Figure 1. Clock distribution.
Drawn at 4 px/micron.
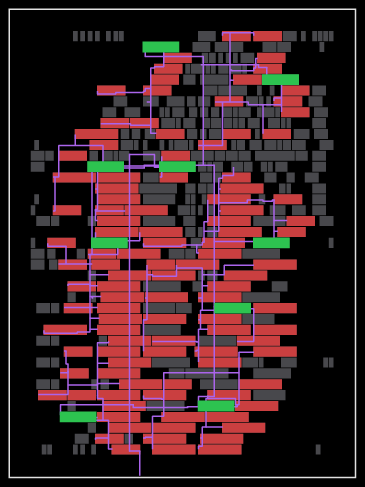
Figure 2. Signal wires on met3.
Drawn at 3 px/micron.
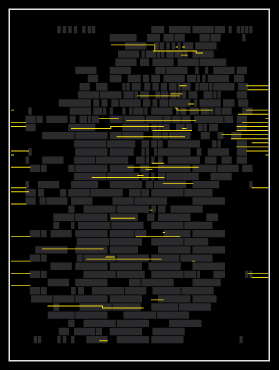
Figure 3. Clock routing.
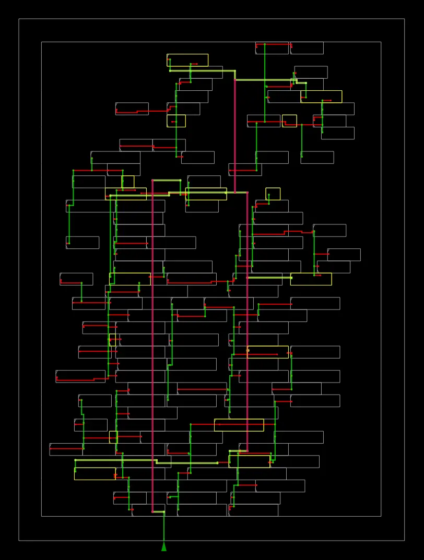
Figure 4. Nets reached from selected ports.
Drawn at 4 px/micron.
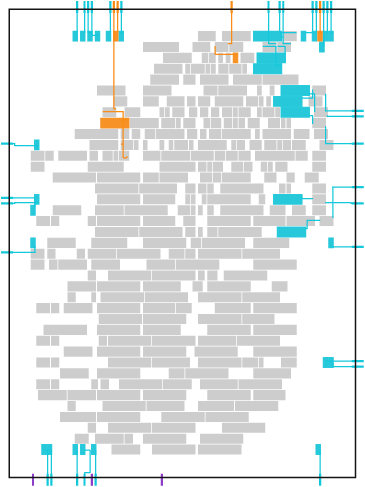
Figure 5. Cell classes on the final placement.
Drawn at 2 px/micron.
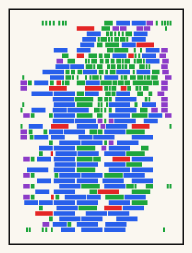
==> config.mk <==
export PLATFORM = sky130hd
export DESIGN_NAME = gpio_byte_link
export DESIGN_NICKNAME = d
export VERILOG_FILES = /design/src/rtl/gpio_link_pkg.sv /design/src/rtl/sync_fifo.sv /design/src/rtl/gpio_byte_link.sv
export SDC_FILE = /design/constraint.sdc
export NUM_CORES = 1
export LEC_CHECK = 0
export CAP_MARGIN = 20
export CORE_ASPECT_RATIO = 1.4
export CORE_MARGIN = 5
export CORE_UTILIZATION = 55
export CTS_CLUSTER_DIAMETER = 40
export DETAILED_ROUTE_END_ITERATION = 6
export PLACE_DENSITY = 0.95
export SLEW_MARGIN = 20
export SYNTH_ARGS = -nofsm -noshare
export SYNTH_HDL_FRONTEND = slang
export SYNTH_HIERARCHICAL = 1
export SYNTH_SLANG_ARGS = --single-unit
==> constraint.sdc <==
create_clock -name i_clk -period 8.5 [get_ports i_clk]
set_input_delay 1.7 -clock i_clk [delete_from_list [all_inputs] [get_ports i_clk]]
set_output_delay 1.7 -clock i_clk [all_outputs]
set_load 0.1 [all_outputs]
==> src/rtl/gpio_link_pkg.sv <==
// Shared constants for the GPIO byte link:
// register offsets, register bit positions and handshake states.
package gpio_link_pkg;

  localparam logic [3:0] ADDR_DATA   = 4'h0;
  localparam logic [3:0] ADDR_STATUS = 4'h4;
  localparam logic [3:0] ADDR_CTRL   = 4'h8;

  localparam int ST_NOT_EMPTY = 0;
  localparam int ST_FULL      = 1;
  localparam int ST_UNDERRUN  = 2;
  localparam int ST_COUNT_LSB = 4;

  localparam int CTRL_FLUSH   = 0;
  localparam int CTRL_CLR_UND = 1;

  typedef enum logic [1:0] {
    S_IDLE,
    S_STALL,
    S_ACKED
  } link_state_e;

endpackage

==> src/rtl/sync_fifo.sv <==
// Single-clock FIFO with push/pop/flush and occupancy count.
// A pop in the same cycle lets a push land even when full.
module sync_fifo #(
  parameter int WIDTH = 8,
  parameter int DEPTH = 8,
  localparam int AW = $clog2(DEPTH),
  localparam int CW = AW + 1
) (
  input  logic             i_clk,
  input  logic             i_rst_n,
  input  logic             i_push,
  input  logic [WIDTH-1:0] i_data,
  input  logic             i_pop,
  input  logic             i_flush,
  output logic [WIDTH-1:0] o_data,
  output logic             o_full,
  output logic             o_empty,
  output logic [CW-1:0]    o_count
);

  logic [WIDTH-1:0] r_mem [DEPTH];
  logic [AW-1:0]    r_wr;
  logic [AW-1:0]    r_rd;
  logic [CW-1:0]    r_count;
  logic             w_do_pop;
  logic             w_do_push;

  assign o_full    = (r_count == CW'(DEPTH));
  assign o_empty   = (r_count == '0);
  assign o_count   = r_count;
  assign o_data    = r_mem[r_rd];
  assign w_do_pop  = i_pop & ~o_empty;
  assign w_do_push = i_push & (~o_full | w_do_pop);

  always_ff @(posedge i_clk) begin
    if (w_do_push && !i_flush) begin
      r_mem[r_wr] <= i_data;
    end
  end

  always_ff @(posedge i_clk) begin
    if (!i_rst_n || i_flush) begin
      r_wr    <= '0;
      r_rd    <= '0;
      r_count <= '0;
    end else begin
      if (w_do_push) r_wr <= r_wr + 1'b1;
      if (w_do_pop)  r_rd <= r_rd + 1'b1;
      case ({w_do_push, w_do_pop})
        2'b10:   r_count <= r_count + 1'b1;
        2'b01:   r_count <= r_count - 1'b1;
        default: r_count <= r_count;
      endcase
    end
  end

endmodule

==> src/rtl/gpio_byte_link.sv <==
// GPIO byte receiver: REQ/ACK handshake into a FIFO,
// drained by the CPU through DATA/STATUS/CTRL registers.
module gpio_byte_link
  import gpio_link_pkg::*;
#(
  parameter int FIFO_DEPTH  = 8,
  parameter int SYNC_STAGES = 2
) (
  input  logic        i_clk,
  input  logic        i_rst_n,
  input  logic        i_sel,
  input  logic        i_bus_DV,
  input  logic [3:0]  i_bus_address,
  input  logic [31:0] i_bus_data,
  input  logic [2:0]  i_bhw,
  input  logic        i_write_notread,
  output logic [31:0] o_bus_data,
  output logic        o_bus_DV,
  input  logic [7:0]  i_gpio_data,
  input  logic [3:0]  i_gpio_control,
  output logic [3:0]  o_gpio_control
);

  localparam int CW = $clog2(FIFO_DEPTH) + 1;

  logic [SYNC_STAGES-1:0]      r_req_sync;
  logic [SYNC_STAGES-1:0][7:0] r_dat_sync;
  link_state_e                 r_state;
  logic                        r_ack;
  logic                        r_und;
  logic                        r_bus_dv;
  logic [31:0]                 r_bus_data;

  logic          w_req;
  logic [7:0]    w_byte;
  logic          w_bus_req;
  logic          w_rd;
  logic          w_wr;
  logic          w_pop;
  logic          w_flush;
  logic          w_clr_und;
  logic          w_push;
  logic          w_can_push;
  logic          w_full;
  logic          w_empty;
  logic [7:0]    w_head;
  logic [CW-1:0] w_count;
  logic [31:0]   w_rdata;
  logic          w_unused;

  assign w_unused = ^{i_bhw, i_bus_data[31:2], i_gpio_control[3:1]};

  always_ff @(posedge i_clk) begin
    if (!i_rst_n) begin
      r_req_sync <= '0;
      r_dat_sync <= '0;
    end else begin
      r_req_sync <= {r_req_sync[SYNC_STAGES-2:0], i_gpio_control[0]};
      r_dat_sync <= {r_dat_sync[SYNC_STAGES-2:0], i_gpio_data};
    end
  end

  assign w_req  = r_req_sync[SYNC_STAGES-1];
  assign w_byte = r_dat_sync[SYNC_STAGES-1];

  assign w_bus_req = i_bus_DV & i_sel;
  assign w_rd      = w_bus_req & ~i_write_notread;
  assign w_wr      = w_bus_req & i_write_notread;
  assign w_pop     = w_rd & (i_bus_address == ADDR_DATA) & ~w_empty;
  assign w_flush   = w_wr & (i_bus_address == ADDR_CTRL)
                   & i_bus_data[CTRL_FLUSH];
  assign w_clr_und = w_wr & (i_bus_address == ADDR_CTRL)
                   & i_bus_data[CTRL_CLR_UND];

  // A same-cycle pop frees a slot, so a full FIFO can still accept.
  assign w_can_push = ~w_full | w_pop;
  assign w_push = w_can_push
                & (((r_state == S_IDLE) & w_req) | (r_state == S_STALL));

  sync_fifo #(
    .WIDTH (8),
    .DEPTH (FIFO_DEPTH)
  ) u_fifo (
    .i_clk   (i_clk),
    .i_rst_n (i_rst_n),
    .i_push  (w_push),
    .i_data  (w_byte),
    .i_pop   (w_pop),
    .i_flush (w_flush),
    .o_data  (w_head),
    .o_full  (w_full),
    .o_empty (w_empty),
    .o_count (w_count)
  );

  always_ff @(posedge i_clk) begin
    if (!i_rst_n) begin
      r_state <= S_IDLE;
      r_ack   <= 1'b0;
    end else begin
      unique case (r_state)
        S_IDLE: begin
          if (w_req) begin
            if (w_can_push) begin
              r_ack   <= 1'b1;
              r_state <= S_ACKED;
            end else begin
              r_state <= S_STALL;
            end
          end
        end
        S_STALL: begin
          if (w_can_push) begin
            r_ack   <= 1'b1;
            r_state <= S_ACKED;
          end
        end
        S_ACKED: begin
          if (!w_req) begin
            r_ack   <= 1'b0;
            r_state <= S_IDLE;
          end
        end
        default: begin
          r_ack   <= 1'b0;
          r_state <= S_IDLE;
        end
      endcase
    end
  end

  always_comb begin
    w_rdata = '0;
    case (i_bus_address)
      ADDR_DATA: begin
        if (!w_empty) w_rdata[7:0] = w_head;
      end
      ADDR_STATUS: begin
        w_rdata[ST_NOT_EMPTY]         = ~w_empty;
        w_rdata[ST_FULL]              = w_full;
        w_rdata[ST_UNDERRUN]          = r_und;
        w_rdata[ST_COUNT_LSB +: CW]   = w_count;
      end
      default: w_rdata = '0;
    endcase
  end

  always_ff @(posedge i_clk) begin
    if (!i_rst_n) begin
      r_bus_dv   <= 1'b0;
      r_bus_data <= '0;
      r_und      <= 1'b0;
    end else begin
      r_bus_dv   <= w_bus_req;
      r_bus_data <= w_rd ? w_rdata : '0;
      if (w_rd && (i_bus_address == ADDR_DATA) && w_empty) begin
        r_und <= 1'b1;
      end else if (w_clr_und) begin
        r_und <= 1'b0;
      end
    end
  end

  assign o_bus_DV       = r_bus_dv;
  assign o_bus_data     = r_bus_data;
  assign o_gpio_control = {2'b00, ~w_empty, r_ack};

endmodule
==> Changelog: implementation <==
## Flow update

* First-pass GRT wire length at 12.3 mm
* Yosys top cell by area: edfxtp_1
* CP endpoint kind: flip-flop
* Net Sw Power at 0.000251 W
* Total congestion overflow at 0
* Result of the run: finished clean
* Least-Margin Pin Slew at 0.979 ns
* Area leader share at 0.430
* RSZ-0062 raised after global routing: no
* Sequential share of power at 0.534
* Worst stage delay on the critical path at 0.73 ns
* Avg WL per Cell at 17.4 microns
* Fin. Hold Viols at 0
* Worst Reg2Reg Path Length in Cells at 13
* Most numerous logic cells after layout: 64 x edfxtp_1, 44 x dfxtp_1, 30 x clkdlybuf4s50_1
* Vias per cell at 5.45
* CTS Buf Count at 9
* Cts repair resizes at 0
* Flops after synth at 108
* Top Metal Used: met4
* Final setup fails at 0
* Cells in synth_stat.txt at 302
About Figure 1:
[purple] clock wires | length: 1030 microns
[green] clock-net drivers | count: 9
[red] flip-flops | count: 108
routed clock nets: 10
Late-Pin Clk Latency: 0.35 ns
P_clk: 0.000408 W

About Figure 2:
main direction: horizontal
nets with wire on the layer: 49
share of all routed wire: 7.0%
vias: 2403
GR Util met3: 0.0430
Routed WL: 7.69 mm

About Figure 3:
CTS Sinks: 108
sequential cell count: 108

About Figure 4:
[orange] o_gpio_control | bits: 4 | direction: output | end cells: 4 | buffers: 2 | wire: 72.4 microns
[cyan] o_bus_data | bits: 32 | direction: output | end cells: 32 | buffers: 8 | wire: 275 microns
[purple] i_bhw | bits: 3 | direction: input | end cells: 0 | buffers: 0

About Figure 5:
[red] clock drivers and dummy loads | cells: 16
[blue] registers | cells: 108
[green] remaining logic cells | cells: 180
[purple] remaining buffers and delay cells | cells: 35
Final Cell Area: 5040 sq um
total core area: 8050 sq um

-- final cells by class --
class	instances	area, sq um
multi-input cells	174	1450
flip-flops and latches	108	2800
clock buffers	9	225
repair buffers	35	338
clock inverters	7	75.1
fillers	575	3010
inverters	6	22.5
well taps	102	128
-- cell families after synthesis --
group / share of synthesized area
compound gates: 0.0576
xor+xnor: 0.0137
flops: 0.627
buf+inv: 0.0699
simple gates: 0.0996
mux: 0.116
other cells: 0.000839
fa+ha+maj: 0.0157
-- sequential cells by signal, indices dropped and copies added, names as in the netlist, 2 cells and up, named ones only --
signal / cells
r_state: 2
u_fifo/r_wr: 3
o_bus_data: 8
w_byte: 8
r_req_sync: 2
u_fifo/o_count: 4
u_fifo/r_mem: 64
u_fifo/r_rd: 3
r_dat_sync: 8
Power is estimated from default activity; no workload was simulated.
